==> run_1/port_trees.png <==
Drawn at 2 px/um.
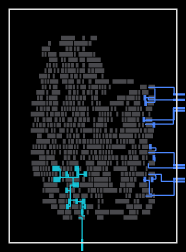
==> run_1/congestion_map.png <==
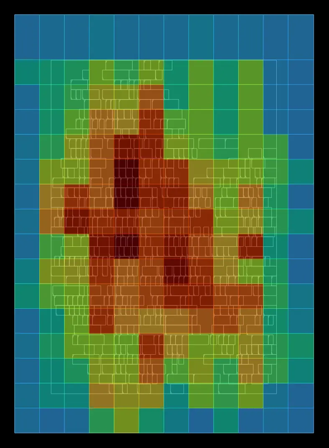
==> run_1/m4.png <==
Drawn at 3 px/um. Supply wires on this layer in grey.
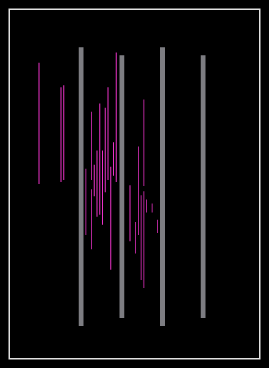
File: src/rtl/pulse_path_delay.sv
// Transport-style delay path with separate rise/fall delays, pulse rejection,
// error windows for marginal pulses and cancelled-schedule detection.
module pulse_path_delay #(
  parameter int unsigned DW = 8
) (
  input  logic          clk,
  input  logic          rst_n,
  input  logic          din,
  input  logic [DW-1:0] t_rise,
  input  logic [DW-1:0] t_fall,
  input  logic [DW-1:0] t_reject,
  input  logic [DW-1:0] t_error,
  input  logic          ondetect,
  input  logic          showcancel,
  output logic          dout,
  output logic          err,
  output logic          rej_pulse,
  output logic          cancel_pulse,
  output logic          ovf
);

  localparam logic [DW-1:0] ONE_C = DW'(1);
  localparam logic [DW-1:0] W_MAX = '1;

  typedef enum logic [1:0] {S_IDLE, S_ONE, S_TWO} state_t;

  state_t        state;
  logic          din_q;
  logic          v1, x1, v2, chk2;
  logic [DW-1:0] cnt1, cnt2, wcnt;

  logic          edge_c, mat1_c, cancel_c;
  logic [DW-1:0] d_c;

  assign edge_c   = (din != din_q);
  assign mat1_c   = (cnt1 == ONE_C);
  assign cancel_c = (state == S_TWO) && !chk2 && (cnt2 <= cnt1);

  // Delay for the edge being presented now; zero means next cycle.
  always_comb begin
    d_c = din ? t_rise : t_fall;
    if (d_c == '0) d_c = ONE_C;
  end

  always_ff @(posedge clk) begin
    if (!rst_n) begin
      state        <= S_IDLE;
      din_q        <= 1'b0;
      v1           <= 1'b0;
      x1           <= 1'b0;
      v2           <= 1'b0;
      chk2         <= 1'b0;
      cnt1         <= '0;
      cnt2         <= '0;
      wcnt         <= '0;
      dout         <= 1'b0;
      err          <= 1'b0;
      rej_pulse    <= 1'b0;
      cancel_pulse <= 1'b0;
      ovf          <= 1'b0;
    end else begin
      din_q        <= din;
      rej_pulse    <= 1'b0;
      cancel_pulse <= 1'b0;
      if (wcnt != W_MAX) wcnt <= wcnt + ONE_C;

      case (state)
        S_IDLE: begin
          if (edge_c) begin
            v1    <= din;
            x1    <= 1'b0;
            cnt1  <= d_c;
            wcnt  <= ONE_C;
            state <= S_ONE;
          end
        end

        S_ONE: begin
          if (mat1_c) begin
            if (x1) begin
              err <= 1'b1;
            end else begin
              dout <= v1;
              err  <= 1'b0;
            end
            if (edge_c) begin
              v1   <= din;
              x1   <= 1'b0;
              cnt1 <= d_c;
              wcnt <= ONE_C;
            end else begin
              state <= S_IDLE;
            end
          end else begin
            cnt1 <= cnt1 - ONE_C;
            // wcnt holds the width of the pulse that this edge terminates
            if (edge_c) begin
              if (wcnt < t_reject) begin
                rej_pulse <= 1'b1;
                state     <= S_IDLE;
              end else begin
                if (wcnt < t_error) begin
                  x1 <= 1'b1;
                  if (ondetect) err <= 1'b1;
                end
                v2    <= din;
                cnt2  <= d_c;
                chk2  <= 1'b0;
                wcnt  <= ONE_C;
                state <= S_TWO;
              end
            end
          end
        end

        S_TWO: begin
          if (edge_c) ovf <= 1'b1;
          if (cancel_c && !showcancel) begin
            cancel_pulse <= 1'b1;
            state        <= S_IDLE;
          end else begin
            if (cancel_c) begin
              cancel_pulse <= 1'b1;
              chk2         <= 1'b1;
              x1           <= 1'b1;
              if (ondetect) err <= 1'b1;
            end
            // An overdue slot2 (cancelled but shown) floors at 1 and matures next
            if (mat1_c) begin
              if (x1 || cancel_c) begin
                err <= 1'b1;
              end else begin
                dout <= v1;
                err  <= 1'b0;
              end
              v1    <= v2;
              x1    <= 1'b0;
              cnt1  <= (cnt2 > ONE_C) ? (cnt2 - ONE_C) : ONE_C;
              state <= S_ONE;
            end else begin
              cnt1 <= cnt1 - ONE_C;
              if (cnt2 > ONE_C) cnt2 <= cnt2 - ONE_C;
            end
          end
        end

        default: state <= S_IDLE;
      endcase
    end
  end

endmodule

File: config.mk
export PLATFORM = sky130hd
export DESIGN_NAME = pulse_path_delay
export DESIGN_NICKNAME = d
export VERILOG_FILES = /design/src/rtl/pulse_path_delay.sv
export SDC_FILE = /design/constraint.sdc
export NUM_CORES = 1
export LEC_CHECK = 0
export ABC_AREA = 1
export ABC_CLOCK_PERIOD_IN_PS = 5400
export CAP_MARGIN = 20
export CORE_AREA = 10 10 73 106
export CTS_CLUSTER_DIAMETER = 30
export DETAILED_ROUTE_END_ITERATION = 16
export DIE_AREA = 0 0 83 116
export PLACE_DENSITY = 0.89
export SYNTH_ARGS = -nofsm -noshare
export SYNTH_HDL_FRONTEND = slang
export SYNTH_SLANG_ARGS = --single-unit
File: constraint.sdc
create_clock -name clk -period 5.4 [get_ports clk]
set_input_delay 1.08 -clock clk [delete_from_list [all_inputs] [get_ports clk]]
set_output_delay 1.08 -clock clk [all_outputs]
set_load 0.05 [all_outputs]
==> impl_metrics.toml, run 1 <==
# flow metrics
[run]
max-cap-violations = 0
warnings = 31

[pwr]
p_leak_nw = 1.69
p_switching_w = 0.000337
pwr-share-seq_pct = 37.6
power.clock.fraction_pct = 23.0
switching_share_pct = 39.9
vdd_drop_max_v = 0.000173
power.internal_w = 0.000507
power-per-cell-area_nw_per_um2 = 236

[cts]
cts_buffer_depth = 2
clk-insertion-delay-late_ps = 290
clock-root-buffer = "clkbuf_8"
h-tree-depth = 2
path_clk_slew_ps = 70
cts_setup_buffers = 0
cts_buffers = 5

[yosys]
netlist_area_um2 = 3060
ys_warn_count = 0
synth_cell_types = 36
aoi_share_pct = 15.0
ys_sh_simple_pct = 34.2
logic_family = "simple AND/OR/NAND/NOR gates"
ys_area_um2 = 3060
syn_nets = 554
ys_ff = 36
ys_cells = 486
synthMuxAreaShare_pct = 0.655
synth-xor-area-share_pct = 3.72
adder_share_pct = 12.7
syn_inst = 486
ys_seq_share_pct = 23.6

[worst_setup_path]
rr_startpoint = "state[0]"
crit_chain = "clkdlybuf4s50_1, or2_1, nand2_1, inv_2, nor2_1, inv_1, nand3_1, nor2_1, nand2_1, nand2_1, nor2_1"
critPathMaxFanout = 15
critPathSlowestCell = "clkdlybuf4s50_1"
crit_arrival_ps = 3590
max_stage_delay_ps = 780
crit_type = "primary input to register"
crit_end = "cnt2[0]"
required_ps = 5590
cp-end-kind = "register"
r2r_end = "cnt2[0]"
ff2ff_path_depth = 10
start_kind = "primary input"

[final_layout]
n_clock_buffer = 5
area_growth_pct = 16.9
regArea_um2 = 721
num-nonclk-inverters = 64
fin_nets = 589
logic_gate_count = 373
mi_logic_area_um2 = 2030
clkCellAreaFrac_pct = 2.45
flop-count = 36
layout_top_cells = "120 x nand2_1, 67 x nor2_1, 55 x inv_1, 41 x clkdlybuf4s50_1, 36 x dfxtp_1"
sh_seq_area_pct = 20.2
final-nonclk-buf-share_pct = 11.5
reg.largest.list = "cnt1 (8), cnt2 (8), wcnt (8)"
comb_share_pct = 56.7
fin_util_pct = 61.8
layout_top_cell = "nand2_1"
signal_buffers = 41

[grt]
grt_pass1_vias = 3200
grt_pass1_wl_um = 14200
grt_max_degree = 25

[die]
nWellTaps = 72
core_um2 = 5790
row_count = 34
die_width_um = 83
fp_util_pct = 52.8
die-area_um2 = 9630

[route]
postRouteWirelength_um = 8590
antenna_left = 0
vias = 3319
drt_iter0_drc = 245
via_per_inst = 5.59
drc_errors = 0
wl_per_cell_um = 14.5

[sta]
worst_pin_slew_ps = 994
rsz0062_at_grt = "false"
setup_viol = 0
slew_headroom_pct = 33.5
tns_ps = 0
fmax_mhz = 294
finalHoldViolCount = 0
fin_crit_ps = 3400

[placement]
globalplace.congestion = 1.03

[hold_path]
whs_path_depth = 1
worstHoldEndpoint = "ovf"
hold_path.class = "register to register"
hp-start = "ovf"

[outcome]
status = "finished, final reports clean"
-- port_trees.png (at the start) --
| port | colour | bits | direction | edge | end cells | buffers | wire |
|---|---|---|---|---|---|---|---|
| t_error | blue | 8 | input | right | 8 | 8 | 194 um |
| din | cyan | 1 | input | bottom | 15 | 1 | 77.7 um |
port bufs: 41
num ports: 42

-- congestion_map.png (at the start) --
met3 Resource Use GR: 3.02%
GRT Total Usage: 17.5%
met1 usage: 16.3%
Top Usage Layer GRT: met2
met2 GRT Util: 33.7%

-- m4.png (at the start) --
longest straight run: 42.8 um
share of all routed wire: 6.6%

-- run 1: cells in the mapped netlist --
cell type	number	area [um2]
nand4_1	5	31.3
nor2_2	2	12.5
mux2i_1	2	20.0
nand3_1	28	140
o21ai_1	15	75.1
or2_1	1	6.26
buf_2	5	25.0
a21o_1	2	15.0
dfxtp_1	36	721
o21ai_0	22	110
inv_1	55	206
xnor2_1	1	8.76
a211oi_2	1	12.5
o21a_1	2	15.0
o211ai_1	3	22.5
nand3_2	1	10.0
xor2_1	12	105
o22ai_1	2	12.5
nor2_1	67	251
o31ai_4	1	21.3
a21oi_1	24	120
o21bai_1	1	7.51
a211oi_1	2	15.0
buf_6	1	11.3
nand2_2	3	18.8
inv_2	9	33.8
nand2_1	120	450
buf_4	2	15.0
a21boi_0	1	7.51
clkbuf_1	5	18.8
ha_1	31	388
nor2_4	3	33.8
nor4_1	1	6.26
a31oi_1	1	6.26
nor3_1	17	85.1
o2111ai_1	2	17.5
-- run 1: metal layers --
layer  vias up  wire (um)
met3        50        547
met1      1453       3010
met4         0        563
li1       1645          -
met2       171       4470
met5         -          0
-- run 1: per-stage QoR --
stage	total power, W	area (um2)	worst slack (ps)	cells	hold slack [ps]
floorplan	0.000555	3060	3060	486	439
global placement	0.000636	3490	1880	586	449
detailed placement	0.000648	3490	1720	586	459
CTS	0.000843	3570	2040	594	475
global route	0.000903	3570	1810	594	501
finish	0.000845	3570	2000	594	469
-- run 1: power groups by stage --
stage	combinational, W	clock, W	sequential [W]
global placement	0.000314	0	0.000322
global route	0.000373	0.000210	0.000320
finish	0.000333	0.000194	0.000317
detailed placement	0.000326	0	0.000322
CTS	0.000328	0.000199	0.000316
floorplan	0.000234	0	0.000321
-- run 1: worst max-delay path, delay by kind of cell --
kind	cells	cell delay [ps]
and+or+nand+nor	8	1360
buffers and inverters	3	1140
--- run 2 (diff from run 1) ---
- ABC_CLOCK_PERIOD_IN_PS: 5400 -> 2950
- CORE_AREA: 10 10 73 106 -> 10 10 75 109
- DIE_AREA: 0 0 83 116 -> 0 0 85 119
- PLACE_DENSITY: 0.89 -> 0.87
- clock period: 5.4 -> 2.95 ns (I/O delays scaled with it)
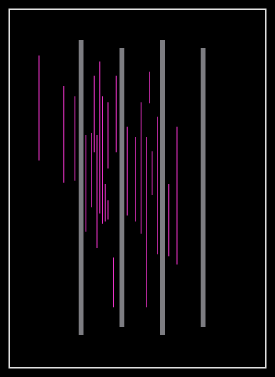
(run_2/m4.png)
Drawn at 3 px/um. Supply wires on this layer in grey.
via count: 3,366
final WL: 9090 um

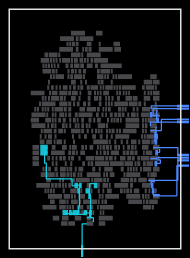
(run_2/port_trees.png)
Drawn at 2 px/um.
| port | colour | bits | direction | edge | end cells | buffers | wire |
|---|---|---|---|---|---|---|---|
| t_error | blue | 8 | input | right | 8 | 8 | 192 um |
| din | cyan | 1 | input | bottom | 15 | 2 | 115 um |

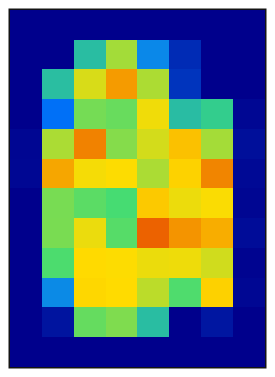
(run_2/util_map.png)
Drawn at 3 px/um. 8 x 12 tiles, from dark blue (low) to red (high), 0 to 100% covered.
nearly empty tiles: 40%
fullest tile: 89%
mean over tiles: 35%

==> impl_metrics.toml, run 2 <==
# flow metrics
[outcome]
status = "finished, final reports clean"

[sta]
finalHoldViolCount = 0
slew_headroom_pct = 60.0
fin_crit_ps = 2370
setup_viol = 0
finalWorstSetupSlack_ps = 581
tns_ps = 0
worst_pin_slew_ps = 599
rsz0062_at_grt = "false"
fmax_mhz = 422

[die]
row_count = 36
die_h_um = 119
die_width_um = 85
die-area_um2 = 10100
fp_util_pct = 48.1
core_um2 = 6350
ioPinCount = 42

[run]
warnings = 31
max-cap-violations = 0

[final_layout]
final_area_um2 = 3660
layout_top_cells = "120 x nand2_1, 67 x nor2_1, 55 x inv_1, 41 x clkdlybuf4s50_1, 36 x dfxtp_1"
layout_top_cell = "nand2_1"
instances_no_fill = 605
reg.largest.list = "cnt1 (8), cnt2 (8), wcnt (8)"
fin_nets = 596

[grt]
grt_max_degree = 17
grt_usage_pct = 17.6
overflow = 0
grt_pass1_wl_um = 14900

[hold_path]
hp-start = "ovf"
hold_path.class = "register to register"
whs_path_depth = 1
worstHoldEndpoint = "ovf"

[yosys]
syn_inst = 486
synthArstFlopShare_pct = 0
ys_ff = 36
ys_warn_count = 0
post-synth-top-area-cell = "dfxtp_1"
yosysMostFrequentCell = "nand2_1"
common_cells = "120 x nand2_1, 67 x nor2_1, 55 x inv_1"
netlist_area_um2 = 3060
syn_nets = 554
yosys.area.top_type_share_pct = 23.6
ys_cells = 486
top_cells_by_area = "dfxtp_1 24%, nand2_1 15%, ha_1 13%"
ys_seq_share_pct = 23.6
edf_count = 0

[placement]
dp_hpwl_um = 7380
globalplace.congestion = 0.983
place_ws_ps = 313
port-buffer-count = 41
place_area_um2 = 3540
dp_cells = 597

[worst_setup_path]
crit_arrival_ps = 2570
cp_top_family = "simple AND/OR/NAND/NOR gates"
cp-end-kind = "register"
max_stage_delay_ps = 530
crit_chain = "inv_1, ha_1, nand2_1, nor2_1, nand2_1, nand2_1, nand2_1, nand3_2, nand3_1, nor2_1, nand2_1, nand2_1, nor2_1"
crit_type = "register to register"
required_ps = 3150
r2r_end = "cnt2[6]"
ff2ff_path_depth = 13
worst-path-buf-inv = 1
rr_startpoint = "cnt1[4]"
start_kind = "register"
critPathMaxFanout = 9
critical_path_depth = 13
critPathSlowestCell = "dfxtp_1"

[route]
wl_per_cell_um = 15.0
drt_iter0_drc = 266
drc_errors = 0
via_per_inst = 5.56

[pwr]
post-layout-total-power_w = 0.00166
vdd_drop_max_v = 0.000262
p_leak_nw = 1.73
power-per-cell-area_nw_per_um2 = 454

[cts]
path_clk_slew_ps = 90
clock-root-buffer = "clkbuf_8"
cts_buffer_depth = 2
h-tree-depth = 2
cts_buffers = 5
cts_resized = 0
[run 2: cell counts after synthesis]
No cell type changed its count.
[run 2: kinds of logic after synthesis]
group	Yosys count	synth area share, %
compound gates	79	15.0
xor+xnor	13	3.72
fa+ha+maj	31	12.7
buf+inv	77	10.2
flops	36	23.6
mux	2	0.655
simple gates	248	34.2
[run 2: area by class of cell]
| class | instances | area (um2) |
|---|---|---|
| Fill cell | 651 | 2700 |
| Multi-Input combinational cell | 373 | 2030 |
| Sequential cell | 36 | 721 |
| Timing Repair Buffer | 48 | 463 |
| Inverter | 64 | 240 |
| Tap cell | 76 | 95.1 |
| Clock buffer | 5 | 68.8 |
| Clock inverter | 3 | 42.5 |
[run 2: how the worst max path moves through the flow]
stage / from / end / slack (ps)
6_report: cnt1[4] / cnt2[6] / 580
5_1_grt: cnt1[4] / cnt2[0] / 340
4_1_cts: t_reject[7] / v2 / 620
3_5_place_dp: t_reject[7] / v2 / 310
3_3_place_gp: t_reject[7] / v2 / 410
2_1_floorplan: cnt1[3] / cnt1[7] / 1080
[run 2: metrics by stage]
step,hold WS (ps),utilization [%]
floorplan,439,-
global placement,450,55.8
detailed placement,462,55.8
CTS,482,57.6
global route,509,57.6
finish,475,57.6
[run 2: metal layers]
layer / track usage [%] / vias up / wire, um
met2: 32.6 / 141 / 4730
met3: 3.41 / 48 / 494
met4: 14.0 / 0 / 684
li1: - / 1659 / -
met1: 16.0 / 1518 / 3180
met5: 0 / - / 0
[run 2: power by group]
part / total [W] / leakage (nW) / internal, W / switching (W)
clock network: 0.000457 / 0.0541 / 0.000250 / 0.000207
logic: 0.000622 / 1.38 / 0.000243 / 0.000378
registers: 0.000582 / 0.295 / 0.000529 / 0.0000527
--- run 3 (diff from run 2) ---
- ABC_CLOCK_PERIOD_IN_PS: 2950 -> 2000
- clock period: 2.95 -> 2 ns (I/O delays scaled with it)
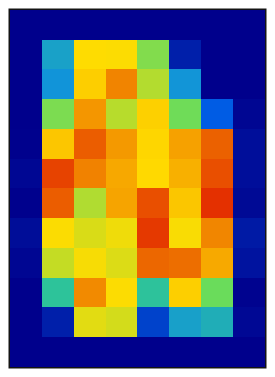
(run_3/util_map.png)
Drawn at 3 px/um. 8 x 12 tiles, from dark blue (low) to red (high), 0 to 100% covered.
total core area: 6350 um2
Floorplan Utilization: 48.1%

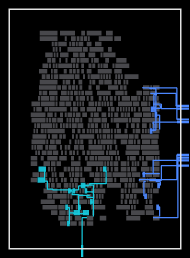
(run_3/port_trees.png)
Drawn at 2 px/um.
| port | colour | bits | direction | edge | end cells | buffers | wire |
|---|---|---|---|---|---|---|---|
| t_error | blue | 8 | input | right | 8 | 8 | 286 um |
| din | cyan | 1 | input | bottom | 15 | 3 | 140 um |

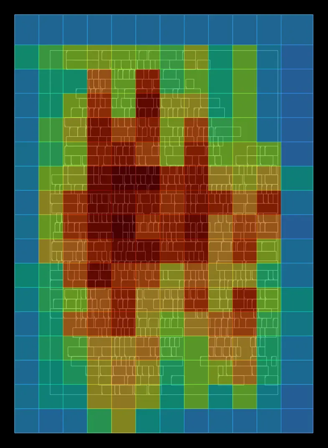
(run_3/congestion_map.png)
WL/cell: 15.6 um
met3 Resource Use GR: 4.30%

==> impl_metrics.toml, run 3 <==
# flow metrics
[outcome]
status = "finished, violations left"
violations = "setup timing"

[yosys]
adder_share_pct = 12.7
yosysMostFrequentCell = "nand2_1"
ys_warn_count = 0
edf_count = 0
yosys_most_used_dff = "dfxtp_1"
syn_nets = 554
synth-xor-area-share_pct = 3.72
common_cells = "120 x nand2_1, 67 x nor2_1, 55 x inv_1"
ys_area_um2 = 3060
aoi_share_pct = 15.0
synth_cell_types = 36
syn_inst = 486
netlist_area_um2 = 3060
top_cells_by_area = "dfxtp_1 24%, nand2_1 15%, ha_1 13%"
post-synth-top-area-cell = "dfxtp_1"
ys_cells = 486

[final_layout]
fin_util_pct = 67.5
fin_nets = 639
reg.largest.list = "cnt1 (8), cnt2 (8), wcnt (8)"
area_growth_pct = 40.2
layout_top_cells = "113 x nand2_1, 59 x nor2_1, 49 x inv_1, 44 x buf_4, 41 x clkdlybuf4s50_1"
layout_top_cell = "nand2_1"

[sta]
fin_crit_ps = 2000
finalHoldViolCount = 0
setup_viol = 1
tns_ps = -4.22
fmax_mhz = 499
slew_headroom_pct = 66.1
finalWorstSetupSlack_ps = -4.22
holdWs_ps = 476

[worst_setup_path]
critPathMaxFanout = 5
crit_chain = "clkdlybuf4s50_1, inv_1, ha_1, a21oi_2, o21ai_2, nand2_1, nand3_2, nand3_4, buf_6, o21ai_2, nand2_1, nor2_1"
required_ps = 2230
ff2ff_path_depth = 14
crit_arrival_ps = 2230
start_kind = "primary input"
critPathSlowestCell = "clkdlybuf4s50_1"
max_stage_delay_ps = 460

[route]
drc_errors = 0
vias = 3559
drt_iter0_drc = 177

[cts]
path_clk_slew_ps = 80
cts_buffers = 5
clk-insertion-delay-late_ps = 300
clock-root-buffer = "clkbuf_8"
cts_buffer_depth = 2

[pwr]
switching_share_pct = 40.2
p_comb_w = 0.00122
pwr-share-seq_pct = 32.6
power-per-cell-area_nw_per_um2 = 608
p_comb_share_pct = 46.8
power.internal_w = 0.00156
maxPowerGroup = "combinational logic"
p_switching_w = 0.00105
powerSeq_w = 0.000849

[placement]
dp_hpwl_um = 7650
globalplace.congestion = 0.996

[die]
ioPinCount = 42
die_h_um = 119
row_count = 36

[hold_path]
hold_path.class = "register to register"
whs_path_depth = 1

[grt]
grt_pass1_vias = 3376
grt_max_degree = 14
overflow = 0
grt_pass1_wl_um = 15300

[run]
max-cap-violations = 0
[run 3: cell counts after synthesis]
No cell type changed its count.
[run 3: final timing paths]
check         startpoint       to  slack [ps]
max          t_reject[1]  cnt2[3]          -4
min                  ovf      ovf         480
max reg2reg      cnt2[2]  cnt2[3]          40
min reg2reg          ovf      ovf         480
[run 3: routing by layer]
metal	up-vias	track usage, %	wire, um
met2	171	33.3	5160
met3	65	4.30	565
met1	1577	16.4	3560
met4	0	14.6	814
met5	-	0	0
li1	1746	-	-
[run 3: stage by stage]
step	std cells	area [um2]	setup slack (ps)	power (W)
finish	648	4290	-4.22	0.00260
global route	648	4290	-107	0.00278
CTS	643	3950	-0.384	0.00242
detailed placement	635	3840	-351	0.00188
global placement	635	3840	-264	0.00185
floorplan	486	3060	130	0.00150
[run 3: kinds of logic after synthesis]
logic type | after synthesis
flops | 36
fa+ha+maj | 31
simple gates | 248
xor+xnor | 13
buf+inv | 77
compound gates | 79
mux | 2
[run 3: cell type report]
| class | count | area, um2 |
|---|---|---|
| multi-input combinational | 373 | 2290 |
| tap | 76 | 95.1 |
| clock inverter | 3 | 18.8 |
| sequential | 36 | 733 |
| clock buffer | 5 | 68.8 |
| timing repair buffer | 91 | 835 |
| inverter | 64 | 243 |
| fill | 501 | 2060 |
[run 3: critical path, delay by kind of cell]
family          cells  cell delay, ps
fa+ha+maj           1             300
compound gates      3             350
buf+inv             3             650
simple gates        5             520
[run 3: repair_timing]
item,CTS,global route
gates resized,6,67
setup buffers,0,3
endpoints found under the setup margin,14,25
pin swaps,0,22
cloned,0,2
Power and IR drop assume default switching activity.
